### Cell classes on the final placement, run 1

Scale bar: 50 um. Fill, decap, tap and diode cells in grey.
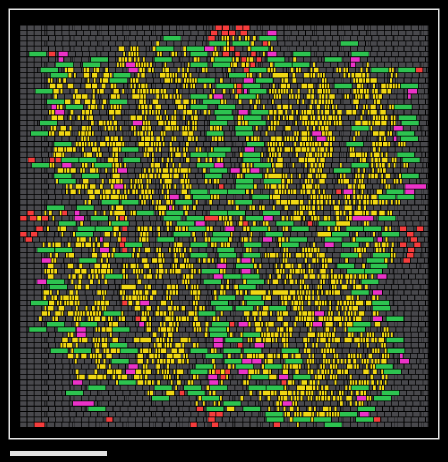
### Gate-type map, run 1

Scale bar: 50 um.
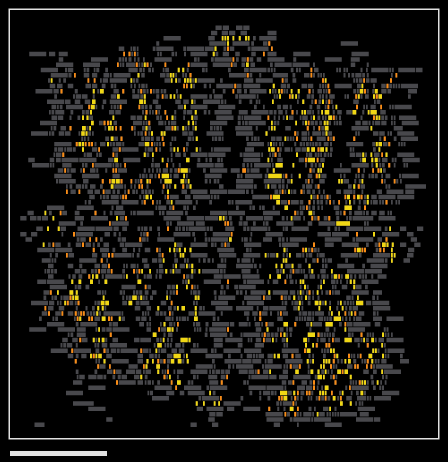
### Wiring by layer, run 1

Scale bar: 50 um.
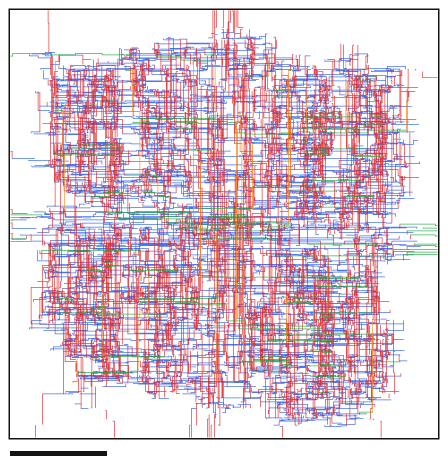
===== config.mk =====
export PLATFORM = sky130hd
export DESIGN_NAME = tick_scheduler
export DESIGN_NICKNAME = d
export VERILOG_FILES = /design/src/rtl/tick_sched_pkg.sv /design/src/rtl/tick_chan.sv /design/src/rtl/tick_scheduler.sv
export SDC_FILE = /design/constraint.sdc
export NUM_CORES = 1
export LEC_CHECK = 0
export ABC_AREA = 1
export ABC_CLOCK_PERIOD_IN_PS = 4000
export CAP_MARGIN = 10
export CORE_MARGIN = 5
export CORE_UTILIZATION = 40
export CTS_BUF_LIST = sky130_fd_sc_hd__clkbuf_4 sky130_fd_sc_hd__clkbuf_8
export DETAILED_ROUTE_END_ITERATION = 16
export PLACE_DENSITY_LB_ADDON = 0.25
export SETUP_SLACK_MARGIN = 0.05
export SLEW_MARGIN = 20
export SYNTH_ARGS = -nofsm -noshare
export SYNTH_HDL_FRONTEND = slang
export SYNTH_SLANG_ARGS = --single-unit

===== constraint.sdc =====
create_clock -name clk -period 4 [get_ports clk]
set_input_delay 0.6 -clock clk [delete_from_list [all_inputs] [get_ports clk]]
set_output_delay 0.6 -clock clk [all_outputs]
set_load 0.05 [all_outputs]

===== src/rtl/tick_sched_pkg.sv =====
// tick_sched_pkg -- shared types and constants for the tick scheduler.
//
// Contents:
//   NCH_DEF, CNT_W_DEF, PRE_DIV_DEF : default parameter values
//   CH_W_MAX, DIV_W_MAX             : field widths of the pending-request
//                                     slot; sized for up to 16 channels and
//                                     divisors up to 32 bits
//   DIV_STOP                        : divisor value that means "stop"
//   tick_cfg_t                      : pending configuration request {ch, div, en}
//   clog2_min1()                    : channel-select width, never below 1
package tick_sched_pkg;

  localparam int NCH_DEF     = 4;
  localparam int CNT_W_DEF   = 26;
  localparam int PRE_DIV_DEF = 1;

  localparam int CH_W_MAX  = 4;
  localparam int DIV_W_MAX = 32;

  localparam logic [DIV_W_MAX-1:0] DIV_STOP = '0;

  typedef struct packed {
    logic [CH_W_MAX-1:0]  ch;
    logic [DIV_W_MAX-1:0] div;
    logic                 en;
  } tick_cfg_t;

  function automatic int clog2_min1(input int n);
    return (n <= 2) ? 1 : $clog2(n);
  endfunction

endpackage


===== src/rtl/tick_chan.sv =====
// tick_chan -- one divide-by-N tick channel.
//
// Holds the channel's divisor, up-counter and run flag. While running, the
// counter advances on each shared prescaler tick; the cycle where it reaches
// div-1 on a prescaler tick is the boundary, and the tick pulse is registered
// from it.
//
// Optional feature (macro TICK_SCHED_TOGGLE_EN): adds a square-wave output
// that toggles whenever the tick register is set. It holds its value while
// the channel is stopped.
//
// Ports:
//   clk, reset  : clock, asynchronous active-low reset
//   pre_tick    : shared prescaler enable
//   load        : start / reload with load_div, counter cleared
//   stop        : stop the channel, counter cleared
//   load_div    : divisor used by load
//   boundary    : combinational boundary flag (used for reload sequencing)
//   tick        : registered one-cycle tick
//   active      : channel running
//   sq          : square wave (TICK_SCHED_TOGGLE_EN only)
module tick_chan #(
  parameter int CNT_W = 26
) (
  input  logic             clk,
  input  logic             reset,
  input  logic             pre_tick,
  input  logic             load,
  input  logic             stop,
  input  logic [CNT_W-1:0] load_div,
  output logic             boundary,
  output logic             tick,
  output logic             active
`ifdef TICK_SCHED_TOGGLE_EN
  , output logic           sq
`endif
);

  logic [CNT_W-1:0] div;
  logic [CNT_W-1:0] cnt;
  logic             en;

  // div is never 0 while en is set, so div-1 cannot wrap here.
  assign boundary = en && pre_tick && (cnt == div - CNT_W'(1));
  assign active   = en;

  always_ff @(posedge clk or negedge reset) begin
    if (!reset) begin
      div  <= '0;
      cnt  <= '0;
      en   <= 1'b0;
      tick <= 1'b0;
    end else begin
      // A boundary tick is registered even when a stop lands in the same cycle.
      tick <= boundary;
      if (stop) begin
        en  <= 1'b0;
        cnt <= '0;
      end else if (load) begin
        en  <= 1'b1;
        div <= load_div;
        cnt <= '0;
      end else if (boundary) begin
        cnt <= '0;
      end else if (en && pre_tick) begin
        cnt <= cnt + CNT_W'(1);
      end
    end
  end

`ifdef TICK_SCHED_TOGGLE_EN
  always_ff @(posedge clk or negedge reset) begin
    if (!reset) begin
      sq <= 1'b0;
    end else if (boundary) begin
      sq <= ~sq;
    end
  end
`endif

endmodule


===== src/rtl/tick_scheduler.sv =====
// tick_scheduler -- multi-channel clock-enable scheduler.
//
// One shared prescaler (period PRE_DIV clk) feeds NCH independent
// divide-by-div channels that emit single-cycle tick_o enables. Channels are
// (re)configured through a valid/ready port backed by a single pending slot:
// starts and stops apply on the cycle after acceptance, while a new divisor
// for a running channel waits for that channel's tick boundary so no short
// or long period is ever produced. Out-of-range channel numbers are accepted
// and dropped.
//
// Optional feature (macro TICK_SCHED_TOGGLE_EN): sq_o square-wave outputs.
//
// Ports:
//   clk, reset  : clock, asynchronous active-low reset
//   cfg_valid   : request valid         cfg_ready : slot empty
//   cfg_ch      : target channel        cfg_div   : divisor (prescaler ticks)
//   cfg_en      : 1 = run, 0 = stop (cfg_div = 0 also stops)
//   tick_o      : per-channel tick      active_o  : per-channel running
//   sq_o        : per-channel square wave (TICK_SCHED_TOGGLE_EN only)
module tick_scheduler
  import tick_sched_pkg::*;
#(
  parameter int NCH     = NCH_DEF,
  parameter int CNT_W   = CNT_W_DEF,
  parameter int PRE_DIV = PRE_DIV_DEF
) (
  input  logic                       clk,
  input  logic                       reset,
  input  logic                       cfg_valid,
  output logic                       cfg_ready,
  input  logic [clog2_min1(NCH)-1:0] cfg_ch,
  input  logic [CNT_W-1:0]           cfg_div,
  input  logic                       cfg_en,
  output logic [NCH-1:0]             tick_o,
  output logic [NCH-1:0]             active_o
`ifdef TICK_SCHED_TOGGLE_EN
  , output logic [NCH-1:0]           sq_o
`endif
);

  localparam int PRE_W = (PRE_DIV <= 2) ? 1 : $clog2(PRE_DIV);

  // Shared prescaler
  logic [PRE_W-1:0] pre_cnt;
  logic             pre_tick;

  assign pre_tick = (pre_cnt == PRE_W'(PRE_DIV - 1));

  always_ff @(posedge clk or negedge reset) begin
    if (!reset) begin
      pre_cnt <= '0;
    end else if (pre_tick) begin
      pre_cnt <= '0;
    end else begin
      pre_cnt <= pre_cnt + PRE_W'(1);
    end
  end

  // Pending request slot
  tick_cfg_t pend;
  logic      pend_valid;
  logic      pend_in_range;
  logic      pend_stop;
  logic      apply_done;

  logic [NCH-1:0] boundary;
  logic [NCH-1:0] load;
  logic [NCH-1:0] stop;

  assign cfg_ready     = !pend_valid;
  assign pend_in_range = (32'(pend.ch) < 32'(NCH));
  assign pend_stop     = !pend.en || (pend.div == DIV_STOP);

  // Out-of-range and stop requests retire at once; a start retires when its
  // channel loads (immediately if stopped, at the boundary if running).
  assign apply_done = pend_valid && (!pend_in_range || pend_stop || (|load));

  always_ff @(posedge clk or negedge reset) begin
    if (!reset) begin
      pend_valid <= 1'b0;
      pend       <= '0;
    end else if (cfg_valid && cfg_ready) begin
      pend_valid <= 1'b1;
      pend       <= '{ch: CH_W_MAX'(cfg_ch), div: DIV_W_MAX'(cfg_div), en: cfg_en};
    end else if (apply_done) begin
      pend_valid <= 1'b0;
    end
  end

  for (genvar gi = 0; gi < NCH; gi++) begin : g_chan
    logic hit;

    assign hit      = pend_valid && pend_in_range && (pend.ch == CH_W_MAX'(gi));
    assign stop[gi] = hit && pend_stop;
    assign load[gi] = hit && !pend_stop && (!active_o[gi] || boundary[gi]);

    tick_chan #(
      .CNT_W (CNT_W)
    ) u_chan (
      .clk      (clk),
      .reset    (reset),
      .pre_tick (pre_tick),
      .load     (load[gi]),
      .stop     (stop[gi]),
      .load_div (pend.div[CNT_W-1:0]),
      .boundary (boundary[gi]),
      .tick     (tick_o[gi]),
      .active   (active_o[gi])
`ifdef TICK_SCHED_TOGGLE_EN
      , .sq     (sq_o[gi])
`endif
    );
  end

endmodule


==> run notes, run 1 <==
* starting density of the core: 40.6%
* result of the run: complete, but fails checks
* highest routed metal layer: met4
* total power: 0.0131 W
* cell total in the yosys stat output: 2,578
* GRT Max-Usage Layer: met2
* flip-flops with a built-in enable: 0
* peak fanout along the critical path: 54
* Arrival @ worst endpoint: 3.74 ns
* combinational gate area: 9810 um2
* DR vias: 16,781
* area share of the largest cell type after synthesis: 34.9%
* data required time of the worst path: 4.53 ns
* fraction of area in clock buffers and inverters: 5.34%
* number of sequential storage elements: 246
* final critical-path share of the clock period: 80.3%
* Root Buffer: sky130_fd_sc_hd__clkbuf_8
* count of mapped cells out of synthesis: 2,578
* type of the worst setup path: reg2reg
* power share of the combinational group: 46.9%
* clock tree skew after final layout: 0.0168 ns
* Post-CTS Setup Inserts: 0
* antenna violations before repair: 0
* GPL Wtd Cong: 0.913
* maximum achievable frequency: 311 MHz
* failing checks: negative hold slack
* Leak: 9.75 nW
* chip area estimate from yosys synthesis: 17,600 um2
* Top cells excl fill/tap: sky130_fd_sc_hd__nand2_1, sky130_fd_sc_hd__inv_1, sky130_fd_sc_hd__nor2_1
* FILL cells: 4,534
* remaining max-slew budget at the tightest pin: 42.8%
* Synth async-reset ratio: 100%
* Area Growth Syn to Fin: 11.1%
* post-synth top area cell: sky130_fd_sc_hd__dfrtp_1
* area share of fa/ha/maj cells after synthesis: 0.568%
* quantity of gates resized following cts: 0
* top cells by area, synth: sky130_fd_sc_hd__dfrtp_1, sky130_fd_sc_hd__nand2_1, sky130_fd_sc_hd__inv_1, sky130_fd_sc_hd__nor2_1, sky130_fd_sc_hd__xor2_1
* horizontal die dimension: 220 um
* met2 wirelength from detailed routing: 23,500 um
* Worst Hold Slack: -0.0252 ns
* global-route wire length before repair: 84,700 um
* endpoints failing hold: 18
* count of yosys warnings during synthesis: 0
* final slew viol count: 0
* met1 GRT Util: 30.6%
* post-CTS clock slew at the launch and capture registers of the worst setup and hold paths: 0.06 ns
* H-tree level count: 2
* maximum number of pins on one net before global-route repair: 95
* internal cell power: 0.00682 W
-- 'Cell classes on the final placement' (at the start) --
registers -> green  # cells 246, share of their area 33%
clock drivers and dummy loads -> magenta  # cells 79, share of their area 5.5%
remaining buffers and delay cells -> red  # cells 72, share of their area 3.5%
remaining logic cells -> yellow  # cells 2,237, share of their area 58%
share of the final layout cell area in sequential cells: 31.4%
post-route cell area: 19,600 um2
Cell Rows: 76
Placeable Area: 43,400 um2
utilization after layout: 45.2%

-- 'Gate-type map' (at the start) --
nor cells -> yellow  # cells 410, most used nor2_1, where all over the die
inv cells -> orange  # cells 313, most used inv_1, where all over the die
Post-Layout Cell Count: 3,219
dominant logic cell type in the layout: sky130_fd_sc_hd__nand2_1

-- 'Wiring by layer' (at the start) --
M2 -> red  # wire length 23.5 mm
M1 -> blue  # wire length 24.5 mm
M4 -> orange  # wire length 1,370 um
M3 -> green  # wire length 2,900 um

## run 1: worst paths after layout
path                            depth (start not counted)                startpoint                  endpoint
worst max-delay path                                   17   g_chan[3].u_chan.div[0]                pend_valid
worst min-delay path                                    1                     reset   g_chan[1].u_chan.cnt[4]
worst max register to register                         17   g_chan[3].u_chan.div[0]                pend_valid
worst min register to register                          2  g_chan[2].u_chan.cnt[25]  g_chan[2].u_chan.cnt[25]
max in group asynchronous                               2                     reset  g_chan[0].u_chan.cnt[25]
min in group clk                                        2  g_chan[2].u_chan.cnt[25]  g_chan[2].u_chan.cnt[25]
## run 1: stage by stage
step	cells	hold slack [ns]
6_report	3219	-0.0252
5_1_grt	3219	0.0498
4_1_cts	3219	0.0159
3_5_place_dp	3140	0.484
3_3_place_gp	3140	0.460
2_1_floorplan	2578	0.304
## run 1: worst register-to-register path: stages (launching register included)
cell and delay, ns:
sky130_fd_sc_hd__dfrtp_1 0.40, sky130_fd_sc_hd__inv_1 0.19, sky130_fd_sc_hd__ha_1 0.29, sky130_fd_sc_hd__nand2_2 0.13, sky130_fd_sc_hd__nor2_4 0.22, sky130_fd_sc_hd__nand3_1 0.11, sky130_fd_sc_hd__nand2_1 0.08, sky130_fd_sc_hd__nand2_1 0.08
sky130_fd_sc_hd__nor2_2 0.10, sky130_fd_sc_hd__nor2_1 0.06, sky130_fd_sc_hd__nand2_1 0.07, sky130_fd_sc_hd__nor2_2 0.04, sky130_fd_sc_hd__nand2_1 0.32, sky130_fd_sc_hd__nand2_1 0.16, sky130_fd_sc_hd__nand2_2 0.18, sky130_fd_sc_hd__buf_4 0.42
sky130_fd_sc_hd__nand3_1 0.13, sky130_fd_sc_hd__o21ai_0 0.16
==> run 2: changes to the inputs <==
--- a/config.mk
+++ b/config.mk
@@ -6,7 +6,7 @@
 export NUM_CORES = 1
 export LEC_CHECK = 0
 export ABC_AREA = 1
-export ABC_CLOCK_PERIOD_IN_PS = 4000
+export ABC_CLOCK_PERIOD_IN_PS = 3300
 export CAP_MARGIN = 10
 export CORE_MARGIN = 5
 export CORE_UTILIZATION = 40
==> constraint.sdc (replaced) <==
create_clock -name clk -period 3.3 [get_ports clk]
set_input_delay 0.495 -clock clk [delete_from_list [all_inputs] [get_ports clk]]
set_output_delay 0.495 -clock clk [all_outputs]
set_load 0.05 [all_outputs]
==> run notes, run 2 <==
* total grt overflow: 0
* cell total in the yosys stat output: 2,578, unchanged
* flip-flops with a built-in enable: 0, unchanged
* Worst Hold Slack: 0.461 ns, +0.487 ns
* Leak: 9.82 nW, +0.63%
* Arrival @ worst endpoint: 3.45 ns, -0.29 ns
* Root Buffer: sky130_fd_sc_hd__clkbuf_8
* antenna violations before repair: 0, unchanged
* internal cell power: 0.00818 W, +20%
* remaining max-slew budget at the tightest pin: 44.1%, +1.3 points
* maximum number of pins on one net before global-route repair: 81, -15%
* FILL cells: 4,490, -0.97%
* combinational gate area: 9820 um2, about the same
* area share of fa/ha/maj cells after synthesis: 0.568%, unchanged
* Post-DP Area: 18,600 um2
* GPL Wtd Cong: 0.943, +3.2%
* Area Growth Syn to Fin: 11.7%
* count of mapped cells out of synthesis: 2,578, unchanged
* utilization after layout: 45.4%, +0.21 points
* post-route cell area: 19,700 um2, +0.46%
* dominant logic cell type in the layout: sky130_fd_sc_hd__nand2_1
* Cell Rows: 76, unchanged
* power share of the combinational group: 47.6%, +0.7 points
* Placeable Area: 43,400 um2, unchanged
* starting density of the core: 40.6%, unchanged
* clock tree skew after final layout: 0.0347 ns, +0.0179 ns
* horizontal die dimension: 220 um, unchanged
* maximum achievable frequency: 340 MHz, +9.3%
* final critical-path share of the clock period: 89.0%, +8.8 points
* post-CTS clock slew at the launch and capture registers of the worst setup and hold paths: 0.06 ns, about the same
* final slew viol count: 0, unchanged
* type of the worst setup path: reg2reg
* H-tree level count: 2, unchanged
* count of yosys warnings during synthesis: 0, unchanged
* post-synthesis xor/xnor area fraction: 8.53%
* result of the run: finished clean
* top cells by area, synth: sky130_fd_sc_hd__dfrtp_1, sky130_fd_sc_hd__nand2_1, sky130_fd_sc_hd__inv_1, sky130_fd_sc_hd__nor2_1, sky130_fd_sc_hd__xor2_1
* final sum of negative setup slack: 0 ns
* peak fanout along the critical path: 54, unchanged
* post-synth top area cell: sky130_fd_sc_hd__dfrtp_1
* endpoints failing hold: 0, -18
* area share of the largest cell type after synthesis: 34.9%, unchanged
* Post-Layout Cell Count: 3,236, +0.53%
[run 2: netlist changes by cell type in the layout (fill, tap and decap cells not counted), sizes merged]
cell,before,now
buf,33,45
bufinv,3,2
clkbuf,68,70
clkinv,8,10
diode,0,1
dlygate4sd3,0,1
[run 2: final timing paths]
check,depth (start not counted),start,endpoint,slack [ns]
max,17,g_chan[3].u_chan.div[0],pend_valid,0.36
min,2,reset,g_chan[1].u_chan.cnt[2],0.46
max reg2reg,17,g_chan[3].u_chan.div[0],pend_valid,0.36
min reg2reg,2,g_chan[2].u_chan.cnt[25],g_chan[2].u_chan.cnt[25],0.48
max in group asynchronous,3,reset,g_chan[0].u_chan.cnt[19],2.02
min in group clk,3,cfg_div[7],pend[8],0.48
[run 2: area by class of cell]
cell class / count / area share [%]
Multi-Input combinational cell: 1924 / 49.9
Clock buffer: 70 / 4.52
Timing Repair Buffer: 85 / 3.98
Sequential cell: 246 / 31.3
Clock inverter: 12 / 0.585
Tap cell: 585 / 3.72
Inverter: 313 / 5.97
Antenna cell: 1 / 0.0127
[run 2: routing by layer]
| metal | wire [um] | share of wire (%) | track usage [%] | vias up |
|---|---|---|---|---|
| li1 | - | - | - | 8392 |
| met1 | 25400 | 48 | 31.8 | 7793 |
| met2 | 23600 | 44 | 35.1 | 419 |
| met3 | 3030 | 5.7 | 3.56 | 80 |
| met4 | 1410 | 2.6 | 6.86 | 0 |
| met5 | 0 | 0 | 0 | - |
[run 2: repair_timing]
| action | in CTS | in global routing |
|---|---|---|
| buffers inserted | 0 | 2 |
| endpoints found under the hold margin | 74 | 0 |
| hold buffers | 1 | 0 |
| resized | 0 | 1 |
| endpoints found under the setup margin | 0 | 2 |
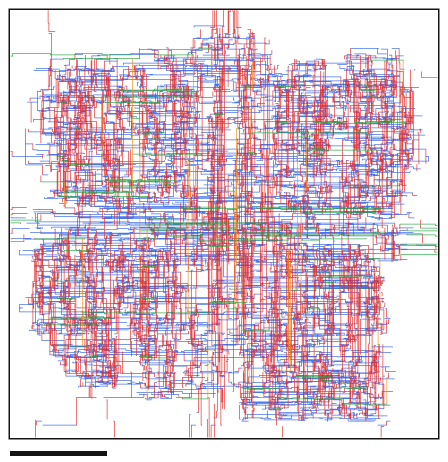
*Wiring by layer, run 2*
Scale bar: 50 um.
M3 -> green  # wire length 3,030 um
M2 -> red  # wire length 23.6 mm
M4 -> orange  # wire length 1,410 um
M1 -> blue  # wire length 25.4 mm
total detailed-routing wirelength: 53,400 um
detailed-route wire length per cell: 16.5 um

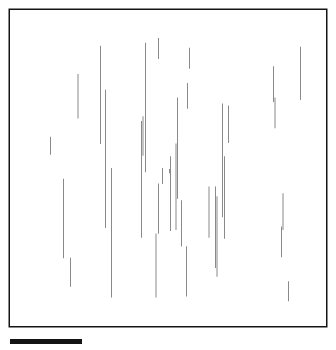
*M4 wires, run 2*
Scale bar: 50 um.
share of all routed wire = 2.6%
wire length on this layer = 1,410 um
longest straight run = 95.9 um
main direction = vertical
nets with wire on the layer = 22
DR vias: 16,684

Power is estimated from default activity; no workload was simulated.
